Figure 1. Gate families picked out (run 1).
The bar under the picture is 20 um long.
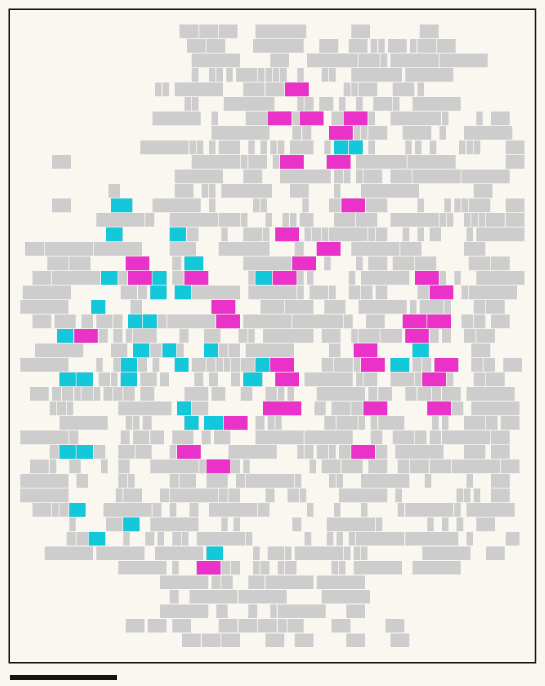
Figure 2. Drive-strength map (run 1).
The bar under the picture is 20 um long.
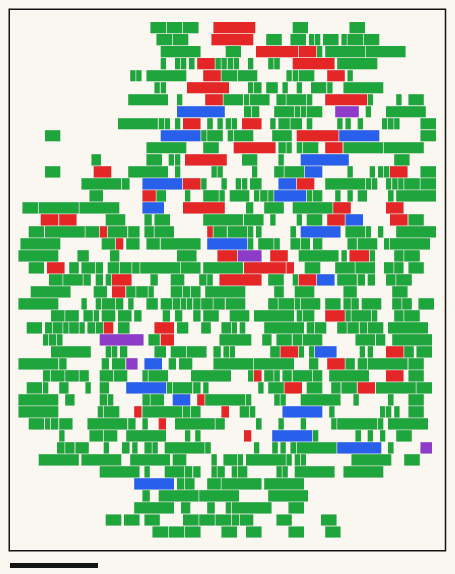
Figure 3. Placed cells, one colour a class (run 1).
The bar under the picture is 20 um long.
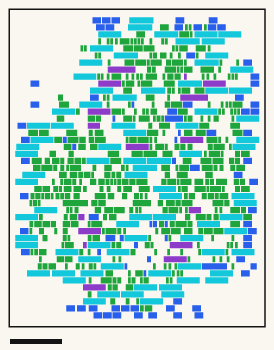
$ cat config.mk
export PLATFORM = sky130hd
export DESIGN_NAME = slow_sample_averager
export DESIGN_NICKNAME = d
export VERILOG_FILES = /design/src/rtl/lab05_pkg.sv /design/src/rtl/slow_sample_averager_minmax.sv /design/src/rtl/slow_sample_averager.sv
export SDC_FILE = /design/constraint.sdc
export NUM_CORES = 1
export LEC_CHECK = 0
export ABC_AREA = 0
export CAP_MARGIN = 10
export CORE_ASPECT_RATIO = 1.25
export CORE_MARGIN = 1.5
export CORE_UTILIZATION = 45
export CTS_CLUSTER_SIZE = 30
export DETAILED_ROUTE_END_ITERATION = 8
export GPL_TIMING_DRIVEN = 0
export PLACE_DENSITY = 0.7
export SYNTH_ARGS = -nofsm -noshare
export SYNTH_HDL_FRONTEND = slang
export SYNTH_HIERARCHICAL = 1
export SYNTH_SLANG_ARGS = --single-unit
$ cat constraint.sdc
create_clock -name SLOW_clk -period 3.6 [get_ports SLOW_clk]
set_clock_uncertainty 0.2 [all_clocks]
set_input_delay 0.72 -clock SLOW_clk [delete_from_list [all_inputs] [get_ports SLOW_clk]]
set_output_delay 0.72 -clock SLOW_clk [all_outputs]
set_load 0.01 [all_outputs]
$ cat src/rtl/lab05_pkg.sv
// Shared constants, state type and width helper for the slow-domain averager.
package lab05_pkg;

    localparam int DATA_W_DEF = 12;

    // Two bits wide so that unused encodings exist and can be recovered from.
    typedef enum logic [1:0] {
        ST_DISCARD = 2'b00,
        ST_ACCUM   = 2'b01
    } avg_state_t;

    // The accumulator must hold a full block of full-scale samples.
    function automatic int acc_width(input int data_w, input int log2_n);
        return data_w + log2_n;
    endfunction

endpackage

$ cat src/rtl/slow_sample_averager_minmax.sv
// Running minimum/maximum of the samples accepted in the current block.
// min_with/max_with include the sample on the input this cycle, so the
// parent can publish them on the edge that accepts the final sample.
module minmax_tracker #(
    parameter int DATA_W = 12
) (
    input  logic              SLOW_clk,
    input  logic              reset_n,
    input  logic              init,
    input  logic              update,
    input  logic [DATA_W-1:0] sample,
    output logic [DATA_W-1:0] min_with,
    output logic [DATA_W-1:0] max_with
);

    logic [DATA_W-1:0] run_min;
    logic [DATA_W-1:0] run_max;

    // Candidate extremes including the sample presented this cycle.
    always_comb begin
        min_with = (sample < run_min) ? sample : run_min;
        max_with = (sample > run_max) ? sample : run_max;
    end

    // init wins over update so a completing block restarts cleanly.
    always_ff @(posedge SLOW_clk or negedge reset_n) begin
        if (!reset_n) begin
            run_min <= '1;
            run_max <= '0;
        end else if (init) begin
            run_min <= '1;
            run_max <= '0;
        end else if (update) begin
            run_min <= min_with;
            run_max <= max_with;
        end
    end

endmodule

$ cat src/rtl/slow_sample_averager.sv
// Block averager for the synchronized 12-bit word: drops the first DISCARD
// strobes while the synchronizer fills, then publishes floor average, min
// and max once per 2^LOG2_N accepted samples with a one-cycle strobe.
module slow_sample_averager
    import lab05_pkg::*;
#(
    parameter int DATA_W  = DATA_W_DEF,
    parameter int LOG2_N  = 4,
    parameter int DISCARD = 2
) (
    input  logic              SLOW_clk,
    input  logic              reset_n,
    input  logic              sample_en,
    input  logic              clear,
    input  logic [DATA_W-1:0] data_in,
    output logic [DATA_W-1:0] avg_out,
    output logic [DATA_W-1:0] min_out,
    output logic [DATA_W-1:0] max_out,
    output logic              avg_valid,
    output logic [LOG2_N-1:0] sample_cnt
);

    localparam int         ACC_W    = acc_width(DATA_W, LOG2_N);
    localparam int         DC_W     = (DISCARD > 1) ? $clog2(DISCARD) : 1;
    localparam avg_state_t START_ST = (DISCARD == 0) ? ST_ACCUM : ST_DISCARD;

    avg_state_t        state;
    logic [ACC_W-1:0]  acc;
    logic [ACC_W-1:0]  acc_sum;
    logic [DC_W-1:0]   disc_cnt;
    logic              take;
    logic              last;
    logic [DATA_W-1:0] min_with;
    logic [DATA_W-1:0] max_with;

    // Accepted sample this cycle, and whether it closes the block.
    always_comb begin
        take    = !clear && sample_en && (state == ST_ACCUM);
        last    = take && (sample_cnt == '1);
        acc_sum = acc + ACC_W'(data_in);
    end

    minmax_tracker #(.DATA_W(DATA_W)) u_minmax (
        .SLOW_clk (SLOW_clk),
        .reset_n  (reset_n),
        .init     (clear || last),
        .update   (take),
        .sample   (data_in),
        .min_with (min_with),
        .max_with (max_with)
    );

    // Discard/accumulate FSM with counters, accumulator and published results.
    always_ff @(posedge SLOW_clk or negedge reset_n) begin
        if (!reset_n) begin
            state      <= START_ST;
            acc        <= '0;
            disc_cnt   <= '0;
            sample_cnt <= '0;
            avg_out    <= '0;
            min_out    <= '0;
            max_out    <= '0;
            avg_valid  <= 1'b0;
        end else if (clear) begin
            // Published values are kept; only the block in flight is dropped.
            state      <= START_ST;
            acc        <= '0;
            disc_cnt   <= '0;
            sample_cnt <= '0;
            avg_valid  <= 1'b0;
        end else begin
            avg_valid <= 1'b0;
            case (state)
                ST_DISCARD: begin
                    if (DISCARD == 0) begin
                        state <= ST_ACCUM;
                    end else if (sample_en) begin
                        if (disc_cnt == DC_W'(DISCARD - 1)) begin
                            state    <= ST_ACCUM;
                            disc_cnt <= '0;
                        end else begin
                            disc_cnt <= disc_cnt + 1'b1;
                        end
                    end
                end
                ST_ACCUM: begin
                    if (sample_en) begin
                        if (sample_cnt == '1) begin
                            avg_out    <= DATA_W'(acc_sum >> LOG2_N);
                            min_out    <= min_with;
                            max_out    <= max_with;
                            avg_valid  <= 1'b1;
                            acc        <= '0;
                            sample_cnt <= '0;
                        end else begin
                            acc        <= acc_sum;
                            sample_cnt <= sample_cnt + 1'b1;
                        end
                    end
                end
                default: begin
                    state      <= ST_DISCARD;
                    acc        <= '0;
                    disc_cnt   <= '0;
                    sample_cnt <= '0;
                end
            endcase
        end
    end

endmodule

==> impl_metrics.yaml, run 1 <==
# implementation run metrics
global_routing:
  grt_max_degree: 51
  grt_pass1_wl_mm: 20.7
placed_design:
  gp_congestion: 0.907
  dp_slack_ns: 0.0430
layout:
  largest_reg_flops: 16
  seq_area_um2: 2090
  drive_gt1_share_pct: 13.8
  syn_to_final_growth_pct: 21.1
  logic_area_um2: 2750
yosys:
  synthFlopType: "dfrtp_1"
  synth_nets: 590
  yosysWarningCount: 6
  synth_area_per_cell_um2: 9.55
  syn_inst: 537
  synthArstFlopShare_pct: 100
  edf_count: 0
  syn_area_um2: 5130
  synth_stat.cells: 537
power:
  clkPwrFrac_pct: 45.6
  power_density_nw_per_um2: 360
  comb-power_mw: 0.262
  p_seq_mw: 0.956
route:
  avgViaCountPerCell: 5.60
  dr.first_iter.drc_count: 252
  wl_per_cell_um: 16.8
  drc: 0
  routed_wl_mm: 12.5
  ant_nets: 0
  dr.pass1.iters: 4
  via_count: 4171
setup_path:
  path_class: "primary input to flop"
  r2r_start: "sample_cnt[0]"
  required_ns: 3.66
  crit_path_cell_trace: "clkdlybuf4s50_1 > nand2_1 > or3_1 > buf_2 > buf_2 > nand2b_1 > clkbuf_1 > clkbuf_1 > nor2_1 > mux2i_1"
  cp.depth: 10
  worstRegToRegCells: 10
  cpMaxStageDelayCell: "clkdlybuf4s50_1"
  cp.arrival_ns: 3.27
  r2r_end: "u_minmax/run_min[5]"
  crit_path_start: "sample_en"
sta:
  hold_slack_ns: 0.135
  final.setup.worst_slack_ns: 0.391
  worst_pin_slew_ns: 0.949
  rsz0062_at_grt: "no"
  finalHoldViolCount: 0
  setup_viol: 0
  slew_headroom_pct: 36.7
clock_network:
  cts_made_buffers: 9
  ctsHoldBuffers: 0
  clockBufferDepth: 2
  cts_sinks: 83
  cts_root_buffer: "clkbuf_16"
  cts_tree: "done"
  cts_setup_buffers: 0
min_path:
  hp-class: "primary input to async pin"
floorplanning:
  fp_util_pct: 46.3
  ios: 57
  coreArea_um2: 11100
  fp.dieH_um: 122
job:
  cap_violations: 0
status:
  outcome: "complete, no violations"
## Picture notes: Figure 1
Key: magenta = fa/ha/maj cells [cells 37]; cyan = non-inverting ao/oa cells [cells 36]
Post-Layout Cell Count: 745
most used logic cell in the final layout: nand2_1
Comb area share: 44.2%

## Picture notes: Figure 2
Key: purple = x3 and x4 [cells 5, share 0.82%, most used mux2_4]; green = x1 and smaller [cells 526, share 86%, most used nand2_1]; red = x2 [cells 58, share 9.5%, most used mux2_2]; blue = x6 and larger [cells 21, share 3.4%, most used clkbuf_16]

## Picture notes: Figure 3
Key: green = remaining logic cells [cells 430, share of their area 48%]; blue = remaining buffers and delay cells [cells 81, share of their area 12%]; cyan = registers [cells 83, share of their area 35%]; purple = clock drivers and dummy loads [cells 16, share of their area 5.4%]
Final Instance Area: 6210 um^2
FP Rows: 43
Seq area share: 33.7%

-- run 1: synth_stat cells, types with 2 or more instances --
master	n	share of area, %
a311oi_1	2	0.34
a31o_2	2	0.34
o31a_1	2	0.34
mux2i_1	25	4.9
dfrtp_1	71	35
o211ai_2	2	0.49
o21ai_0	25	2.4
a21oi_1	18	1.8
a31oi_1	6	0.73
xnor2_1	3	0.51
xor2_1	4	0.68
clkbuf_1	9	0.66
o311ai_1	2	0.34
buf_2	8	0.78
ha_1	36	8.8
nand4_1	9	1.1
or3_1	3	0.37
a21o_1	11	1.6
nand3_1	6	0.59
o2111ai_1	2	0.34
a211oi_1	2	0.29
dfstp_2	12	6.2
o21ai_1	5	0.49
buf_6	6	1.3
o211ai_1	4	0.59
a22o_1	5	0.85
nand2_1	96	7.0
inv_1	33	2.4
mux2_4	2	0.59
nand2b_1	29	3.5
a32o_1	2	0.39
a31o_1	2	0.34
nor2b_1	2	0.24
nor2_1	36	2.6
a211o_1	8	1.4
mux2_2	25	5.5
and2_1	2	0.24
-- run 1: logic make-up after synthesis --
kind of cell | share of synthesized area [%]
multiplexers | 11.0
AND/OR/NAND/NOR | 16.9
AND-OR/OR-AND | 15.3
buffers and inverters | 5.64
flip-flops | 40.8
XOR/XNOR | 1.20
adder cells (fa/ha/maj) | 9.18
-- run 1: layout make-up --
class / count / area share, %
Buffer: 24 / 2.60
Clock buffer: 12 / 4.13
Clock inverter: 4 / 1.17
Inverter: 34 / 2.06
Multi-Input combinational cell: 396 / 44.2
Sequential cell: 83 / 33.7
Tap cell: 135 / 2.72
Timing Repair Buffer: 57 / 9.43
-- run 1: metal layers --
| layer | part of all wire, % | track usage [%] | wire length, um | vias to the layer above |
|---|---|---|---|---|
| li1 | - | - | - | 2012 |
| met1 | 42 | 25.5 | 5290 | 2047 |
| met2 | 52 | 39.2 | 6470 | 91 |
| met3 | 3.6 | 3.82 | 450 | 21 |
| met4 | 2.7 | 9.07 | 344 | 0 |
| met5 | 0 | 0 | 0 | - |
-- run 1: stage by stage --
step,cell area [um^2],setup TNS (ns),instances
after detailed placement,5880,0,729
after CTS,6210,0,745
after global placement,5860,-106.46,728
final,6210,0,745
after global routing,6210,0,745
after floorplan,5130,0,537
-- run 1: placed cells by master, fill, tap and decap left out, types with 3 or more instances in the layout --
| master | instances |
|---|---|
| mux2_2 | 25 |
| o21ai_1 | 5 |
| buf_2 | 8 |
| a22o_1 | 5 |
| dfrtp_1 | 71 |
| nand2b_1 | 29 |
| xor2_1 | 4 |
| ha_1 | 36 |
| o211ai_1 | 4 |
| clkdlybuf4s50_1 | 55 |
| clkbuf_1 | 10 |
| nand4_1 | 9 |
| mux2i_1 | 25 |
| xnor2_1 | 3 |
| a21oi_1 | 18 |
| o21ai_0 | 25 |
| a211o_1 | 8 |
| a21o_1 | 11 |
| a31oi_1 | 6 |
| buf_6 | 6 |
| inv_1 | 33 |
| clkbuf_16 | 9 |
| or3_1 | 3 |
| nand3_1 | 6 |
| dfstp_2 | 12 |
| nor2_1 | 36 |
| nand2_1 | 96 |
==> inputs of run 2 (changes only) <==
Settings changed: ABC_CLOCK_PERIOD_IN_PS set to 3600.
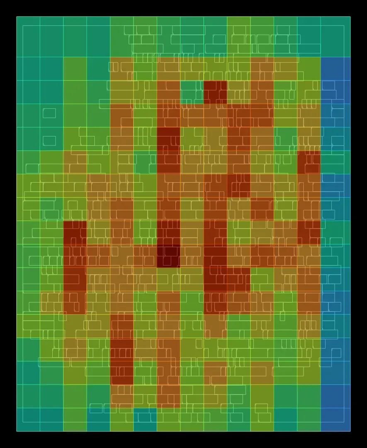
Figure 4: run 2, routing congestion.
All-Layer GR Usage: 21.8%
gr busiest metal: met2
met2 usage in global routing: 39.2%
mean routed wirelength per cell: 16.8 um

==> run 2 against run 1 <==
Via count unchanged; wire length stayed put; largest cell class unchanged; sequential share of layout area unchanged; sequential power about the same; global-route usage unchanged; clock-buffer cell count unchanged; non-clock buffer count did not move; critical path depth is the same; final cell count unchanged; synthesized area did not move; utilization unchanged; flip-flop count stayed put.
==> impl_metrics.yaml, run 2 <==
# implementation run metrics
placed_design:
  dp_hpwl_mm: 9.22
  gp_congestion: 0.907
  port_buffers: 56
sta:
  finalHoldViolCount: 0
  fmax_mhz: 312
  finalSetupTns_ns: 0
  setup_viol: 0
  worst_pin_slew_ns: 0.949
  min_period_over_period_pct: 89.2
  slew_headroom_pct: 36.7
  hold_slack_ns: 0.135
  min_period_ns: 3.21
  rsz0062_at_grt: "no"
  slew_violations: 0
setup_path:
  path_max_fanout: 10
  crit_path_end_kind: "flop"
  cp.arrival_ns: 3.27
  r2r_start: "sample_cnt[0]"
  r2r_end: "u_minmax/run_min[5]"
  crit_path_cell_trace: "clkdlybuf4s50_1 > nand2_1 > or3_1 > buf_2 > buf_2 > nand2b_1 > clkbuf_1 > clkbuf_1 > nor2_1 > mux2i_1"
  worstRegToRegCells: 10
  cpMaxStageDelayCell: "clkdlybuf4s50_1"
  path_class: "primary input to flop"
  worst_path_largest_cell_delay_ns: 0.56
  r2r_setup_slack_ns: 0.69
  required_ns: 3.66
  worstSetupStartpointType: "primary input"
yosys:
  synth_stat.cells: 537
  edf_count: 0
  synthFlopType: "dfrtp_1"
  syn_area_um2: 5130
  ys_top_cells_by_count: "96 x nand2_1, 71 x dfrtp_1, 36 x ha_1, 36 x nor2_1, 33 x inv_1"
  area_leaders: "dfrtp_1 35%, ha_1 8.8%, nand2_1 7.0%"
  synth_area_per_cell_um2: 9.55
  yosysTopAreaCellShare_pct: 34.7
  synth_cell_types: 57
  synth_seq_share_pct: 40.8
  ys_ff: 83
  synth_top_cell_by_area: "dfrtp_1"
  synthArstFlopShare_pct: 100
  yosysWarningCount: 6
  post-synth-top-count-cell: "nand2_1"
  synth_nets: 590
  syn_inst: 537
  ys_chip_area_um2: 5130
clock_network:
  cts_setup_buffers: 0
  cts_root_buffer: "clkbuf_16"
  cts_sinks: 83
  ctsHoldBuffers: 0
  post_cts_resized: 0
  cts_htree_levels: 3
  clockBufferDepth: 2
  clk_latency_ns: 0.34
  cts_made_buffers: 9
  cts_tree: "done"
  clk_pin_slew_ns: 0.06
route:
  ant_nets: 0
  dr.pass1.iters: 4
  avgViaCountPerCell: 5.60
  dr.first_iter.drc_count: 252
  routed_wl_mm: 12.5
  via_count: 4171
  drc: 0
layout:
  largest_reg_flops: 16
  regMostFlops: "acc"
  drive_gt1_share_pct: 13.8
  mostFrequentLayoutCell: "nand2_1"
  layout.nets: 658
  final_util_pct: 56.0
  layout_top_cells: "96 x nand2_1, 71 x dfrtp_1, 55 x clkdlybuf4s50_1, 36 x nor2_1, 36 x ha_1"
  syn_to_final_growth_pct: 21.1
  diodes: 0
floorplanning:
  fp_util_pct: 46.3
  die_x_um: 98.5
  ios: 57
  coreArea_um2: 11100
  fp.dieH_um: 122
  dieArea_um2: 12000
  rows: 43
power:
  power_density_nw_per_um2: 360
  leakage_nw: 2.92
  max-vdd-ir-drop_v: 0.000246
global_routing:
  grt_pass1_wl_mm: 20.7
  grt_overflow: 0
  grt_max_degree: 51
  grt_pass1_vias: 4323
  antenna_found_initial: 0
status:
  outcome: "complete, no violations"
min_path:
  hp-class: "primary input to async pin"
job:
  cap_violations: 0
  tool_warnings: 26
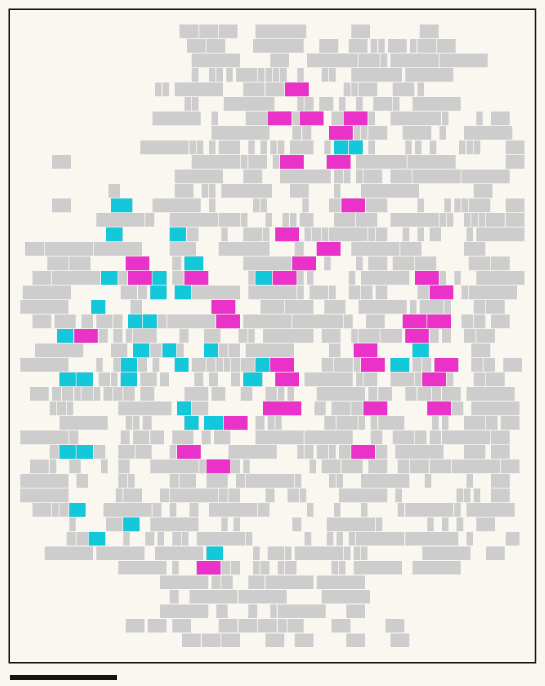
Figure 5: run 2, gate families picked out.
The bar under the picture is 20 um long.
Key: cyan = non-inverting ao/oa cells [cells 36]; magenta = fa/ha/maj cells [cells 37]

[run 2: cell counts in the layout (fill, tap and decap cells not counted)]
Identical to the previous run, type by type.
[run 2: routing by layer]
metal | vias up | routed length, um | track usage (%)
li1 | 2012 | - | -
met1 | 2047 | 5290 | 25.5
met2 | 91 | 6470 | 39.2
met3 | 21 | 450 | 3.82
met4 | 0 | 344 | 9.07
met5 | - | 0 | 0
[run 2: cell type report]
class | count | area, um^2
plain buffers | 24 | 161
clock buffers | 12 | 256
clock inverters | 4 | 72.6
fillers | 976 | 4870
inverters | 34 | 128
multi-input cells | 396 | 2750
flip-flops and latches | 83 | 2090
well taps | 135 | 169
repair buffers | 57 | 586
[run 2: kinds of logic (layout without fill, tap and decap cells)]
logic type | count (synthesis) | count (layout) | synth area share, %
fa+ha+maj | 37 | 37 | 9.18
mux | 52 | 52 | 11.0
flops | 83 | 83 | 40.8
buf+inv | 58 | 131 | 5.64
simple gates | 190 | 190 | 16.9
xor+xnor | 7 | 7 | 1.20
compound gates | 110 | 110 | 15.3
[run 2: per-stage QoR]
step	cell area (um^2)	power, mW	cells	worst slack [ns]
2_1_floorplan	5130	1.13	537	1.02
3_3_place_gp	5860	1.22	728	-1.43
3_5_place_dp	5880	1.23	729	0.0430
4_1_cts	6210	2.26	745	0.408
5_1_grt	6210	2.32	745	0.206
6_report	6210	2.24	745	0.391
[run 2: worst max-delay path by stage]
stage          cells after the start        start                  end
5_1_grt                           10    sample_en  u_minmax/run_min[6]
2_1_floorplan                      9   data_in[1]           max_out[1]
3_5_place_dp                       9  data_in[11]           max_out[4]
3_3_place_gp                       1      reset_n           min_out[6]
6_report                          10    sample_en  u_minmax/run_min[5]
4_1_cts                           10    sample_en  u_minmax/run_min[5]
[run 2: power by group]
| group | switching [mW] | leakage [nW] | internal, mW |
|---|---|---|---|
| sequential | 0.00919 | 1.12 | 0.946 |
| combinational | 0.151 | 1.65 | 0.111 |
| clock | 0.375 | 0.159 | 0.645 |
[run 2: critical path, delay by kind of cell]
family                 cells  cell delay [ns]
buffers and inverters      5             1.72
multiplexers               1             0.18
AND/OR/NAND/NOR            4             0.63
==> inputs of run 3 (changes only) <==
Settings changed: HOLD_SLACK_MARGIN set to 0.08, RECOVER_POWER set to 100.
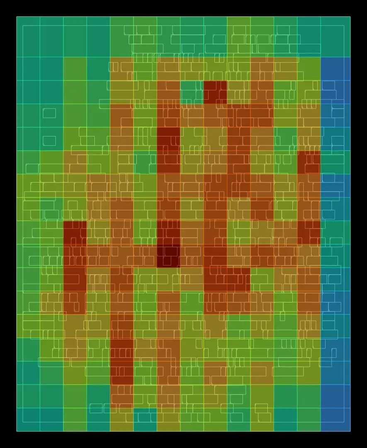
Figure 6: run 3, routing congestion.
GR Layer Usage met3: 3.82%
met1 global-route usage: 25.5%
mean routed wirelength per cell: 16.9 um
Final Util: 55.8%

==> run 3 against run 2 <==
The run now ends with max-capacitance violations, max-slew violations left; worst setup slack lost 0.11 ns; clock-buffer cell count is the same; sequential share of layout area grew 0.14 points; synthesized cell count is the same; via count grew 0.38%; fmax shrank 3.4%.
==> impl_metrics.yaml, run 3 <==
# implementation run metrics
yosys:
  synth_area_per_cell_um2: 9.55
  post-synth-top-count-cell: "nand2_1"
  area_leaders: "dfrtp_1 35%, ha_1 8.8%, nand2_1 7.0%"
  synth_stat.cells: 537
  synth_seq_share_pct: 40.8
  synthFlopType: "dfrtp_1"
  ys_chip_area_um2: 5130
  yosysTopAreaCellShare_pct: 34.7
  syn_area_um2: 5130
  synth_top_cell_by_area: "dfrtp_1"
  synth_cell_types: 57
  edf_count: 0
  ys_top_cells_by_count: "96 x nand2_1, 71 x dfrtp_1, 36 x ha_1, 36 x nor2_1, 33 x inv_1"
  ys_ff: 83
  yosysWarningCount: 6
  synthArstFlopShare_pct: 100
  synth_nets: 590
  syn_inst: 537
sta:
  rsz0062_at_grt: "no"
  setup_viol: 0
  finalHoldViolCount: 0
  hold_slack_ns: 0.270
  slew_violations: 34
  min_period_over_period_pct: 92.3
  fmax_mhz: 301
  min_period_ns: 3.32
  slew_headroom_pct: -34.4
  worst_pin_slew_ns: 2.02
layout:
  regMostFlops: "acc"
  layout_top_cells: "96 x nand2_1, 71 x dfrtp_1, 47 x dlygate4sd3_1, 36 x nor2_1, 36 x ha_1"
  fillCellCount: 982
  diodes: 0
  drive_gt1_share_pct: 12.6
  layout.nets: 658
  largest_reg_flops: 16
  syn_to_final_growth_pct: 20.6
  mostFrequentLayoutCell: "nand2_1"
floorplanning:
  fp.dieH_um: 122
  rows: 43
  die_x_um: 98.5
  ios: 57
  coreArea_um2: 11100
  fp_util_pct: 46.3
  dieArea_um2: 12000
route:
  avgViaCountPerCell: 5.62
  via_count: 4187
  dr.pass1.iters: 4
  routed_wl_mm: 12.6
  drc: 0
  dr.first_iter.drc_count: 223
  ant_nets: 0
clock_network:
  cts_made_buffers: 9
  post_cts_resized: 0
  cts_tree: "done"
  cts_setup_buffers: 0
  cts_htree_levels: 3
  clk_latency_ns: 0.34
  clk_pin_slew_ns: 0.06
  ctsHoldBuffers: 0
  clockBufferDepth: 2
  cts_root_buffer: "clkbuf_16"
  cts_sinks: 83
global_routing:
  grt_pass1_vias: 4323
  grt_max_degree: 51
  antenna_found_initial: 0
  grt_usage_pct: 21.8
  grt_overflow: 0
  grt_pass1_wl_mm: 20.7
power:
  max-vdd-ir-drop_v: 0.000244
  leakage_nw: 3.05
  total_power_mw: 2.23
  power_density_nw_per_um2: 361
setup_path:
  cp.arrival_ns: 3.38
  crit_path_end_kind: "flop"
  path_max_fanout: 10
  path_class: "primary input to flop"
  required_ns: 3.65
  worstSetupStartpointType: "primary input"
placed_design:
  gp_congestion: 0.907
  port_buffers: 56
  dp_hpwl_mm: 9.22
min_path:
  hp-class: "flop to flop"
status:
  outcome: "finished with violations"
  violations: "max-capacitance violations, max-slew violations"
job:
  tool_warnings: 26
  cap_violations: 1
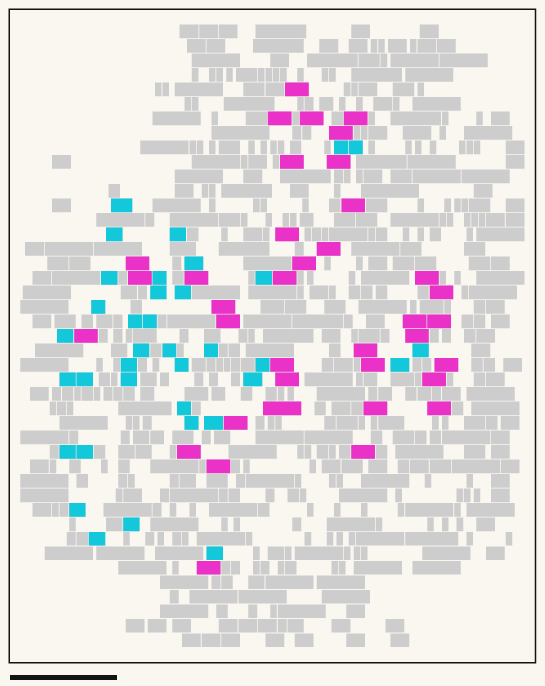
Figure 7: run 3, gate families picked out.
The bar under the picture is 20 um long.
Key: magenta = fa/ha/maj cells [cells 37]; cyan = non-inverting ao/oa cells [cells 36]

run 3: cell counts after synthesis:
Identical to the previous run, type by type.
run 3: final timing paths:
check,startpoint,endpoint,slack (ns),cells after the start
worst max-delay path,sample_en,u_minmax/run_min[5],0.28,10
worst min-delay path,max_out[2],max_out[2],0.27,2
worst max register to register,sample_cnt[0],u_minmax/run_min[5],0.66,10
worst min register to register,max_out[2],max_out[2],0.27,2
max in group asynchronous,reset_n,min_out[7],1.28,1
min in group asynchronous,reset_n,max_out[9],0.74,1
run 3: critical path, stage by stage:
cell and delay [ns]:
dlygate4sd3_1 0.64, nand2_1 0.08, or3_1 0.33, buf_2 0.19
buf_2 0.21, nand2b_1 0.14, clkbuf_1 0.33, clkbuf_1 0.49
nor2_1 0.08, mux2i_1 0.16
run 3: area by class of cell:
type                    count  area, um^2  share of cell area (%)
clock buffers              12         256                    4.15
clock inverters             4        72.6                    1.17
plain buffers              24         153                    2.47
flip-flops and latches     83        2090                    33.8
repair buffers             57         582                    9.41
multi-input cells         396        2730                    44.2
well taps                 135         169                    2.73
inverters                  34         128                    2.06
run 3: stage by stage:
| stage | instances | cell area [um^2] | util (%) | setup WS (ns) | setup TNS [ns] |
|---|---|---|---|---|---|
| 2_1_floorplan | 537 | 5130 | - | 1.02 | 0 |
| 3_3_place_gp | 728 | 5860 | 52.8 | -1.43 | -106.46 |
| 3_5_place_dp | 729 | 5880 | 53.1 | 0.0430 | 0 |
| 4_1_cts | 745 | 6210 | 56.0 | 0.408 | 0 |
| 5_1_grt | 745 | 6180 | 55.8 | 0.134 | 0 |
| 6_report | 745 | 6180 | 55.8 | 0.276 | 0 |
run 3: routing by layer:
metal	global-route usage (%)	wire length [um]	part of all wire, %
met2	39.2	6490	52
met3	3.82	434	3.4
met4	9.07	308	2.4
met5	0	0	0
met1	25.5	5360	43
run 3: kinds of logic (layout without fill, tap and decap cells):
group	count (synthesis)	after routing	share of synthesized area, %
AOI/OAI and AO/OA	110	110	15.3
xor gates and xnor gates	7	7	1.20
adders and majority gates	37	37	9.18
buffers and inverters	58	131	5.64
DFF	83	83	40.8
muxes	52	52	11.0
and+or+nand+nor	190	190	16.9
run 3: report_power, final:
group,switching [mW],internal [mW]
logic,0.151,0.107
registers,0.00913,0.946
clock network,0.373,0.645
total,0.533,1.70
No activity file was given, so power comes from the tool's default toggle rates.
